## src/rtl/mips_ctrl_fsm.sv

```systemverilog
// Multi-cycle MIPS-I control sequencer: FETCH / EXEC1 / EXEC2 / HALT.
// Registers state, ir, the mul/div stall counter and the sticky alignment error.
module mips_ctrl_fsm #(
    parameter int MUL_CYCLES = 4,
    parameter int DIV_CYCLES = 32,
    parameter int CNT_W      = 6
) (
    input  logic        clk,
    input  logic        reset,
    input  logic [31:0] readdata,
    input  logic        waitrequest,
    input  logic [31:0] pc,
    input  logic        branch_cond,
    input  logic [1:0]  addr_lo,
    output logic [1:0]  state,
    output logic [31:0] ir,
    output logic        active,
    output logic        mem_read,
    output logic        mem_write,
    output logic [3:0]  byteenable,
    output logic        reg_write,
    output logic        pc_en,
    output logic        is_branch,
    output logic        muldiv_start,
    output logic        muldiv_busy,
    output logic        addr_err
);

    localparam logic [1:0] S_FETCH = 2'b00;
    localparam logic [1:0] S_EXEC1 = 2'b01;
    localparam logic [1:0] S_EXEC2 = 2'b10;
    localparam logic [1:0] S_HALT  = 2'b11;

    localparam logic [5:0] OP_SPECIAL = 6'h00;
    localparam logic [5:0] OP_REGIMM  = 6'h01;
    localparam logic [5:0] OP_J       = 6'h02;
    localparam logic [5:0] OP_JAL     = 6'h03;
    localparam logic [5:0] OP_BEQ     = 6'h04;
    localparam logic [5:0] OP_BNE     = 6'h05;
    localparam logic [5:0] OP_BLEZ    = 6'h06;
    localparam logic [5:0] OP_BGTZ    = 6'h07;
    localparam logic [5:0] OP_ADDI    = 6'h08;
    localparam logic [5:0] OP_LUI     = 6'h0F;
    localparam logic [5:0] OP_LB      = 6'h20;
    localparam logic [5:0] OP_LH      = 6'h21;
    localparam logic [5:0] OP_LWL     = 6'h22;
    localparam logic [5:0] OP_LW      = 6'h23;
    localparam logic [5:0] OP_LBU     = 6'h24;
    localparam logic [5:0] OP_LHU     = 6'h25;
    localparam logic [5:0] OP_LWR     = 6'h26;
    localparam logic [5:0] OP_SB      = 6'h28;
    localparam logic [5:0] OP_SH      = 6'h29;
    localparam logic [5:0] OP_SW      = 6'h2B;

    localparam logic [5:0] FN_SLL   = 6'h00;
    localparam logic [5:0] FN_SRL   = 6'h02;
    localparam logic [5:0] FN_SRA   = 6'h03;
    localparam logic [5:0] FN_SLLV  = 6'h04;
    localparam logic [5:0] FN_SRLV  = 6'h06;
    localparam logic [5:0] FN_SRAV  = 6'h07;
    localparam logic [5:0] FN_JR    = 6'h08;
    localparam logic [5:0] FN_JALR  = 6'h09;
    localparam logic [5:0] FN_MFHI  = 6'h10;
    localparam logic [5:0] FN_MFLO  = 6'h12;
    localparam logic [5:0] FN_MULT  = 6'h18;
    localparam logic [5:0] FN_MULTU = 6'h19;
    localparam logic [5:0] FN_DIV   = 6'h1A;
    localparam logic [5:0] FN_DIVU  = 6'h1B;
    localparam logic [5:0] FN_ADD   = 6'h20;
    localparam logic [5:0] FN_NOR   = 6'h27;
    localparam logic [5:0] FN_SLT   = 6'h2A;
    localparam logic [5:0] FN_SLTU  = 6'h2B;

    localparam logic [4:0] RT_BLTZ   = 5'h00;
    localparam logic [4:0] RT_BGEZ   = 5'h01;
    localparam logic [4:0] RT_BLTZAL = 5'h10;
    localparam logic [4:0] RT_BGEZAL = 5'h11;

    localparam logic [CNT_W-1:0] MUL_LOAD = CNT_W'(MUL_CYCLES);
    localparam logic [CNT_W-1:0] DIV_LOAD = CNT_W'(DIV_CYCLES);
    localparam logic [CNT_W-1:0] CNT_ONE  = CNT_W'(1);

    logic [1:0]       state_reg, state_next;
    logic [31:0]      ir_reg, ir_next;
    logic [CNT_W-1:0] cnt_reg, cnt_next;
    logic             addr_err_reg, addr_err_next;

    logic [5:0] op;
    logic [5:0] funct;
    logic [4:0] rt;

    assign op    = ir_reg[31:26];
    assign funct = ir_reg[5:0];
    assign rt    = ir_reg[20:16];

    logic is_special, is_regimm;
    logic dec_load, dec_store, dec_byte, dec_half, dec_word_strict;
    logic dec_mul, dec_div, dec_muldiv;
    logic dec_r_write, dec_i_alu;
    logic dec_jr, dec_jalr, dec_j, dec_jal;
    logic dec_cbranch, dec_link_branch;
    logic misaligned;

    assign is_special = (op == OP_SPECIAL);
    assign is_regimm  = (op == OP_REGIMM);

    assign dec_load  = (op == OP_LB)  || (op == OP_LH)  || (op == OP_LWL) ||
                       (op == OP_LW)  || (op == OP_LBU) || (op == OP_LHU) ||
                       (op == OP_LWR);
    assign dec_store = (op == OP_SB) || (op == OP_SH) || (op == OP_SW);

    assign dec_byte        = (op == OP_LB) || (op == OP_LBU) || (op == OP_SB);
    assign dec_half        = (op == OP_LH) || (op == OP_LHU) || (op == OP_SH);
    // LWL/LWR are intentionally unaligned; only LW/SW demand word alignment.
    assign dec_word_strict = (op == OP_LW) || (op == OP_SW);

    assign dec_mul    = is_special && ((funct == FN_MULT) || (funct == FN_MULTU));
    assign dec_div    = is_special && ((funct == FN_DIV)  || (funct == FN_DIVU));
    assign dec_muldiv = dec_mul || dec_div;

    assign dec_r_write = is_special && (
                             (funct == FN_SLL)  || (funct == FN_SRL)  ||
                             (funct == FN_SRA)  || (funct == FN_SLLV) ||
                             (funct == FN_SRLV) || (funct == FN_SRAV) ||
                             (funct == FN_MFHI) || (funct == FN_MFLO) ||
                             (funct == FN_JALR) ||
                             ((funct >= FN_ADD) && (funct <= FN_NOR)) ||
                             (funct == FN_SLT)  || (funct == FN_SLTU));
    assign dec_i_alu = (op >= OP_ADDI) && (op <= OP_LUI);

    assign dec_jr   = is_special && (funct == FN_JR);
    assign dec_jalr = is_special && (funct == FN_JALR);
    assign dec_j    = (op == OP_J);
    assign dec_jal  = (op == OP_JAL);

    assign dec_link_branch = is_regimm && ((rt == RT_BLTZAL) || (rt == RT_BGEZAL));
    assign dec_cbranch     = (op == OP_BEQ) || (op == OP_BNE) ||
                             (op == OP_BLEZ) || (op == OP_BGTZ) ||
                             (is_regimm && ((rt == RT_BLTZ) || (rt == RT_BGEZ))) ||
                             dec_link_branch;

    assign misaligned = (dec_half && addr_lo[0]) ||
                        (dec_word_strict && (addr_lo != 2'b00));

    // One-hot byte lane selected by the low address bits.
    logic [3:0] lane_byte;
    generate
        for (genvar gi = 0; gi < 4; gi++) begin : g_lane
            assign lane_byte[gi] = (addr_lo == 2'(gi));
        end
    endgenerate

    logic [3:0] access_be;
    always_comb begin
        access_be = 4'b1111;
        if (dec_byte) begin
            access_be = lane_byte;
        end else if (dec_half) begin
            access_be = addr_lo[1] ? 4'b1100 : 4'b0011;
        end
    end

    always_comb begin
        state_next    = state_reg;
        ir_next       = ir_reg;
        cnt_next      = cnt_reg;
        addr_err_next = addr_err_reg;
        mem_read      = 1'b0;
        mem_write     = 1'b0;
        byteenable    = 4'b0000;
        reg_write     = 1'b0;
        pc_en         = 1'b0;
        is_branch     = 1'b0;
        muldiv_start  = 1'b0;

        case (state_reg)
            S_FETCH: begin
                mem_read   = 1'b1;
                byteenable = 4'b1111;
                if (pc == 32'h0) begin
                    state_next = S_HALT;
                end else if (!waitrequest) begin
                    ir_next    = readdata;
                    state_next = S_EXEC1;
                end
            end

            S_EXEC1: begin
                if ((dec_load || dec_store) && misaligned) begin
                    addr_err_next = 1'b1;
                    state_next    = S_HALT;
                end else if (dec_load) begin
                    mem_read   = 1'b1;
                    byteenable = access_be;
                    if (!waitrequest) begin
                        state_next = S_EXEC2;
                    end
                end else if (dec_store) begin
                    mem_write  = 1'b1;
                    byteenable = access_be;
                    if (!waitrequest) begin
                        pc_en      = 1'b1;
                        state_next = S_FETCH;
                    end
                end else if (dec_muldiv) begin
                    muldiv_start = 1'b1;
                    cnt_next     = dec_div ? DIV_LOAD : MUL_LOAD;
                    state_next   = S_EXEC2;
                end else begin
                    // ALU, jumps, branches and undefined opcodes all retire here.
                    pc_en      = 1'b1;
                    reg_write  = dec_r_write || dec_i_alu || dec_jal ||
                                 (dec_link_branch && branch_cond);
                    is_branch  = dec_j || dec_jal || dec_jr || dec_jalr ||
                                 (dec_cbranch && branch_cond);
                    state_next = S_FETCH;
                end
            end

            S_EXEC2: begin
                if (dec_muldiv) begin
                    if (cnt_reg != '0) begin
                        cnt_next = cnt_reg - CNT_ONE;
                    end
                    if (cnt_reg <= CNT_ONE) begin
                        pc_en      = 1'b1;
                        state_next = S_FETCH;
                    end
                end else begin
                    reg_write  = 1'b1;
                    pc_en      = 1'b1;
                    state_next = S_FETCH;
                end
            end

            default: begin
                state_next = S_HALT;
            end
        endcase
    end

    always_ff @(posedge clk) begin
        if (reset) begin
            state_reg    <= S_FETCH;
            ir_reg       <= 32'h0;
            cnt_reg      <= '0;
            addr_err_reg <= 1'b0;
        end else begin
            state_reg    <= state_next;
            ir_reg       <= ir_next;
            cnt_reg      <= cnt_next;
            addr_err_reg <= addr_err_next;
        end
    end

    assign state       = state_reg;
    assign ir          = ir_reg;
    assign active      = (state_reg != S_HALT);
    assign muldiv_busy = (cnt_reg != '0);
    assign addr_err    = addr_err_reg;

endmodule
```

## config.mk

```make
export PLATFORM = sky130hd
export DESIGN_NAME = mips_ctrl_fsm
export DESIGN_NICKNAME = d
export VERILOG_FILES = /design/src/rtl/mips_ctrl_fsm.sv
export SDC_FILE = /design/constraint.sdc
export NUM_CORES = 1
export LEC_CHECK = 0
export ABC_AREA = 1
export CORE_UTILIZATION = 60
export CTS_CLUSTER_DIAMETER = 30
export DETAILED_ROUTE_END_ITERATION = 16
export DONT_BUFFER_PORTS = 1
export GPL_TIMING_DRIVEN = 0
export MAX_ROUTING_LAYER = met4
export PLACE_DENSITY = 0.73
export SYNTH_ARGS = -nofsm -noshare
export SYNTH_HDL_FRONTEND = slang
export SYNTH_SLANG_ARGS = --single-unit
```

## constraint.sdc

```tcl
create_clock -name clk -period 4.22 [get_ports clk]
set_clock_uncertainty 0.05 [all_clocks]
set_input_delay 0.844 -clock clk [delete_from_list [all_inputs] [get_ports clk]]
set_output_delay 0.844 -clock clk [all_outputs]
set_load 0.02 [all_outputs]
```

Run 1, placement view:
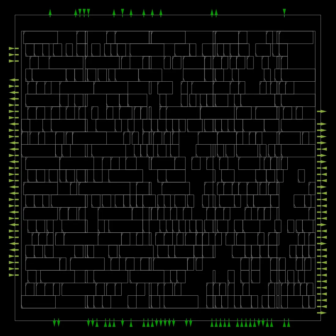
flop share of the area: 31.08%
filler cell count: 391
core footprint: 3799 µm²
Final Core Density: 69.53%
post-route non-filler standard cell count: 430

Run 1, I/O pins on the die edge:
(8 px per µm) Pins as bars across the die edge, other pins in grey.
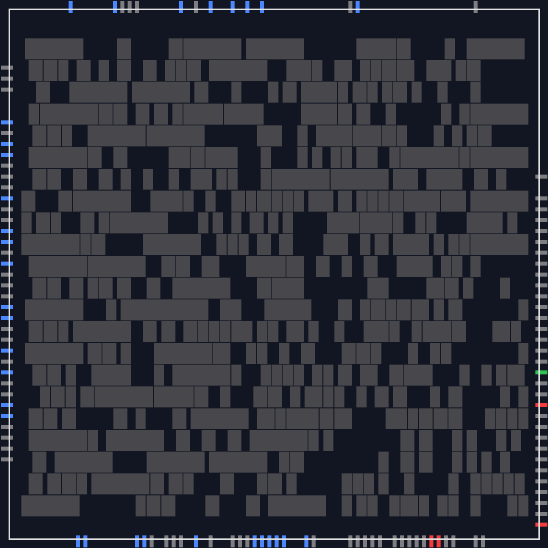
[blue] `ir` | pins: 32 | direction: output | edge: 13 left, 11 bottom, 8 top
[green] `mem_write` | pins: 1 | direction: output | edge: right
[red] `byteenable` | pins: 4 | direction: output | edge: 2 right, 2 bottom
all pins by edge: 36 bottom, 35 left, 32 right, 14 top

==> results.sh, run 1 <==
# source this file to load flow results
export IMPL_ys_warn_count=0
export IMPL_die_w_um=66.05
export IMPL_whs_path_depth=2
export IMPL_cp_slowest_stage_delay_ns=0.57
export IMPL_top_area_cell="dfxtp_1"
export IMPL_routed_wl_mm=5.221
export IMPL_hold_ws_ns=0.4318
export IMPL_gp_congestion=0.8930
export IMPL_ys_area_um2=2461
export IMPL_critPathCaptureType="output pin"
export IMPL_antenna_found_initial=0
export IMPL_lay_top_count="inv_1"
export IMPL_grt_overflow_total=0
export IMPL_drtIter0Drc=127
export IMPL_cp_top_family="AND-OR/OR-AND gates"
export IMPL_drc=0
export IMPL_clk_latency_ns=0.30
export IMPL_ys_sh_simple_pct=27.71
export IMPL_required_ns=3.33
export IMPL_synth_cell_area_um2=2461
export IMPL_clk_pin_slew_ns=0.08
export IMPL_die_size_y_um=66.05
export IMPL_synth_seq_share_pct=33.35
export IMPL_fp_util_pct=64.79
export IMPL_p_total_mw=1.415
export IMPL_min_from="cnt_reg[5]$_SDFFE_PP0P_"
export IMPL_nets=459
export IMPL_layout_drive_gt1_share_pct=9.424
export IMPL_ant_nets=0
export IMPL_path_cells="inv_2, nor2_1, nand3_1, nand3_1, inv_1, nor3_2, o21ai_0, o21ai_0"
export IMPL_post_dp_cell_area_um2=2521
export IMPL_leakage_nw=1.163
export IMPL_setup_violations=0
export IMPL_numPlacedInstances=422
export IMPL_syn_area_per_cell_um2=6.581
export IMPL_ys_flops=41
export IMPL_drv_cap=0
export IMPL_post_cts_setup_buffers=0
export IMPL_mappedNetlistNets=452
export IMPL_rsz0062_at_grt="false"
export IMPL_critPathBufInv=2
export IMPL_mux_area_share_pct=0
export IMPL_synth_top_area_share_pct=33.35
export IMPL_synthDistinctLibCells=33
export IMPL_flop_area_um2=820.8
export IMPL_cpMaxStageDelayCell="dfxtp_1"
export IMPL_tightest_slew_ns=0.7188
export IMPL_antenna_cells=0
export IMPL_largest_reg_flops=32
export IMPL_fin_area_um2=2641
export IMPL_period_needed_ns=3.129
export IMPL_numPortBuffers=0
export IMPL_status="finished clean"
export IMPL_top_logic_kind="simple AND/OR/NAND/NOR gates"
export IMPL_layout_setup_ws_ns=1.091
export IMPL_holdCritPathClass="reg -> reg"
export IMPL_fin_setup_tns_ns=0
export IMPL_pre_cts_slack_ns=1.317
Run 1, wiring by layer:
(4 px per µm) Only two layers are drawn.
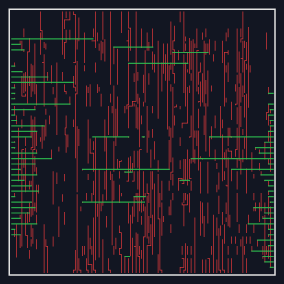
[red] met2 | wire length: 2400 µm
[green] met3 | wire length: 363 µm

==> run 1: cell type report <==
class / count / share of cell area [%]
tap: 48 / 2.274
clock buffer: 6 / 3.126
sequential: 41 / 31.08
multi-input combinational: 252 / 50.17
clock inverter: 2 / 1.421
buffer: 9 / 1.516
inverter: 72 / 10.42
==> run 1: per-layer routing <==
metal / share of wire [%] / up-vias / GRT usage, %
li1: - / 1211 / -
met1: 45 / 982 / 32.42
met2: 46 / 86 / 43.11
met3: 6.9 / 7 / 7.069
met4: 1.6 / 0 / 10.37
met5: 0 / - / -
==> run 1: tightest hold or removal path: stages (launching register included) <==
cell and delay (ns):
dfxtp_1 0.32, nand2_1 0.06, a21oi_1 0.06
==> run 1: report_power, final <==
group          internal [mW]  switching, mW
sequential             0.456          0.136
clock                  0.192          0.135
combinational          0.155          0.342
total                  0.802          0.613
Run 1, nets reached from selected ports:
(4 px per µm)
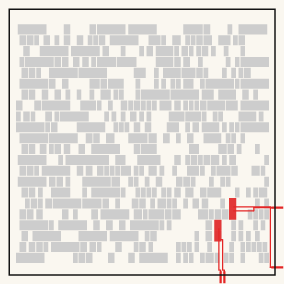

## Run 2: what changed since run 1
- clock period: 4.22 -> 2.9 ns (I/O delays scaled with it)
Run 2, nets reached from selected ports:
(4 px per µm)
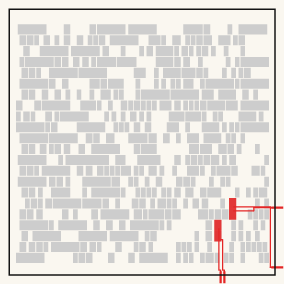
[red] `byteenable` | bits: 4 | direction: output | edge: 2 right, 2 bottom | end cells: 4 | buffers: 0 | wire: 56.5 µm

==> results.sh, run 2 <==
# source this file to load flow results
export IMPL_fp_util_pct=64.79
export IMPL_routed_wl_mm=5.217
export IMPL_grtUsageMet1_pct=32.42
export IMPL_final_core_util_pct=69.73
export IMPL_synth_seq_share_pct=33.35
export IMPL_met2_usage_pct=43.11
export IMPL_ys_warn_count=0
export IMPL_drv_cap=0
export IMPL_dr_wl_met2_mm=2.404
export IMPL_cp_top_family="AND-OR/OR-AND gates"
export IMPL_top_layer="met4"
export IMPL_critPathBufInv=2
export IMPL_ant_nets=0
export IMPL_die_w_um=66.05
export IMPL_ys_area_um2=2461
export IMPL_core_area_um2=3799
export IMPL_ys_sh_simple_pct=27.71
export IMPL_status="finished clean"
export IMPL_holdCritPathClass="in -> reg"
export IMPL_antenna_cells=0
export IMPL_post_cts_setup_buffers=0
export IMPL_switchingPower_mw=0.8983
export IMPL_numPortBuffers=0
export IMPL_top_area_cell="dfxtp_1"
export IMPL_maxPowerGroup="sequential cells"
export IMPL_synth_top_area_share_pct=33.35
export IMPL_top_logic_kind="simple AND/OR/NAND/NOR gates"
export IMPL_power_clock_mw=0.477
export IMPL_required_ns=2.27
export IMPL_whs_path_depth=1
export IMPL_drt_met1_wl_mm=2.362
export IMPL_synthDistinctLibCells=33
export IMPL_seqPwrFrac_pct=41.6
export IMPL_rsz0062_at_grt="true"
export IMPL_tightest_slew_ns=0.7196
export IMPL_largest_reg_flops=32
export IMPL_seq_power_mw=0.861
export IMPL_sw_frac_of_total_pct=43.43
export IMPL_wl_met3_um=366
export IMPL_pwr_share_comb_pct=35.3
export IMPL_leakage_nw=1.164
export IMPL_min_from="reset"
export IMPL_cpMaxStageDelayCell="dfxtp_1"
export IMPL_comb_power_mw=0.731
export IMPL_drc=0
export IMPL_lay_top_count="inv_1"
export IMPL_p_total_mw=2.069
export IMPL_layout_drive_gt1_share_pct=9.948
export IMPL_critPathCaptureType="output pin"
export IMPL_p_int_mw=1.170
export IMPL_ys_flops=41
export IMPL_mux_area_share_pct=0
run 2: cell counts after synthesis:
Identical to the previous run, type by type.
run 2: per-stage QoR:
step | cell area [µm²] | setup WS, ns | hold WS (ns) | cells
final | 2649 | 0.04938 | 0.2851 | 430
after global routing | 2649 | -0.1135 | 0.2730 | 430
after detailed placement | 2521 | 0.3574 | 0.4184 | 422
after floorplan | 2461 | 0.5418 | 0.3886 | 374
after global placement | 2521 | 0.3623 | 0.3977 | 422
after CTS | 2641 | 0.02390 | 0.2807 | 430
run 2: cell type report:
class	count	area [µm²]	area share, %
Multi-Input combinational cell	252	1333	50.31
Sequential cell	41	820.8	30.99
Inverter	72	275.3	10.39
Clock buffer	6	82.58	3.118
Tap cell	48	60.06	2.267
Buffer	9	40.04	1.512
Clock inverter	2	37.54	1.417
Run 2, placement view:
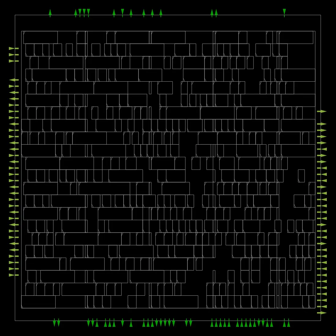

## Run 3: what changed since run 2
--- a/config.mk
+++ b/config.mk
@@ -14,4 +14,6 @@
 export MAX_ROUTING_LAYER = met4
 export PLACE_DENSITY = 0.73
+export SKIP_CTS_REPAIR_TIMING = 1
+export SLEW_MARGIN = 20
 export SYNTH_ARGS = -nofsm -noshare
 export SYNTH_HDL_FRONTEND = slang
==> constraint.sdc (replaced) <==
create_clock -name clk -period 2.9 [get_ports clk]
set_clock_uncertainty 0.05 [all_clocks]
set_input_delay 0.29 -clock clk [delete_from_list [all_inputs] [get_ports clk]]
set_output_delay 0.29 -clock clk [all_outputs]
set_load 0.02 [all_outputs]
Run 3, placement view:
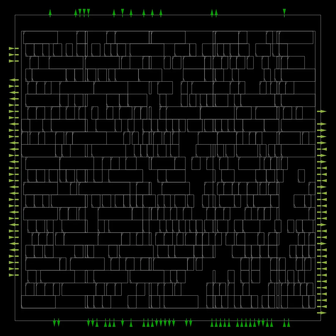
filler cell count: 390
# Taps: 48
flip-flops: 41
flop share of the area: 30.96%

==> results.sh, run 3 <==
# source this file to load flow results
export IMPL_top_area_cell="dfxtp_1"
export IMPL_drv_cap=0
export IMPL_synth_top_area_share_pct=33.35
export IMPL_cp_top_family="simple AND/OR/NAND/NOR gates"
export IMPL_mappedNetlistNets=452
export IMPL_antenna_found_initial=0
export IMPL_critPathBufInv=1
export IMPL_p_int_mw=1.169
export IMPL_power_clock_mw=0.476
export IMPL_largest_reg_flops=32
export IMPL_ys_flops=41
export IMPL_leakage_nw=1.167
export IMPL_gp_congestion=0.8930
export IMPL_core_area_um2=3799
export IMPL_ys_warn_count=0
export IMPL_sw_frac_of_total_pct=43.31
export IMPL_maxPowerGroup="sequential cells"
export IMPL_post_dp_cell_area_um2=2521
export IMPL_tightest_slew_ns=0.7160
export IMPL_buf_share_pct=1.888
export IMPL_flop_area_um2=820.8
export IMPL_clock_buffers=6
export IMPL_holdCritPathClass="in -> reg"
export IMPL_synthDistinctLibCells=33
export IMPL_ys_sh_simple_pct=27.71
export IMPL_clk_latency_ns=0.29
export IMPL_numPortBuffers=0
export IMPL_fin_area_um2=2651
export IMPL_ant_nets=0
export IMPL_clock_area_share_pct=4.530
export IMPL_largestClassByArea="logic gates"
export IMPL_clockRootBuffer="clkbuf_8"
export IMPL_drc=0
export IMPL_top_logic_kind="simple AND/OR/NAND/NOR gates"
export IMPL_pwr_share_comb_pct=35.1
export IMPL_cpMaxStageDelayCell="dfxtp_1"
export IMPL_comb_power_mw=0.724
export IMPL_area_leaders="dfxtp_1 (33%), inv_1 (11%), a21oi_1 (9.4%)"
export IMPL_ff_type="dfxtp_1"
export IMPL_ys_area_um2=2461
export IMPL_inverters=72
export IMPL_routed_wl_mm=5.254
export IMPL_final_core_util_pct=69.80
export IMPL_switchingPower_mw=0.8928
export IMPL_stdcell_count=431
export IMPL_status="finished clean"
export IMPL_min_from="reset"
export IMPL_warnings=34
export IMPL_mux_area_share_pct=0
export IMPL_critPathCaptureType="output pin"
export IMPL_die_w_um=66.05
export IMPL_rsz0062_at_grt="false"
export IMPL_p_total_mw=2.061
export IMPL_comb_area_share_pct=49.98
export IMPL_nets=460
export IMPL_grt_pass1_wl_mm=8.949
export IMPL_buffers=10
export IMPL_synth_seq_share_pct=33.35
export IMPL_seq_power_mw=0.861
==> run 3: cell counts after synthesis <==
Identical to the previous run, type by type.
==> run 3: how the worst min path moves through the flow <==
stage / to / depth (start not counted)
3_3_place_gp: cnt_reg[2]$_SDFFE_PP0P_ / 1
2_1_floorplan: cnt_reg[2]$_SDFFE_PP0P_ / 1
3_5_place_dp: cnt_reg[2]$_SDFFE_PP0P_ / 1
4_1_cts: cnt_reg[2]$_SDFFE_PP0P_ / 1
6_report: cnt_reg[5]$_SDFFE_PP0P_ / 1
5_1_grt: cnt_reg[5]$_SDFFE_PP0P_ / 1
==> run 3: routing by layer <==
metal  track usage, %  part of all wire [%]
met3            7.069                   7.1
met5                -                     0
met1            32.42                    45
met2            43.11                    46
met4            10.37                   1.7
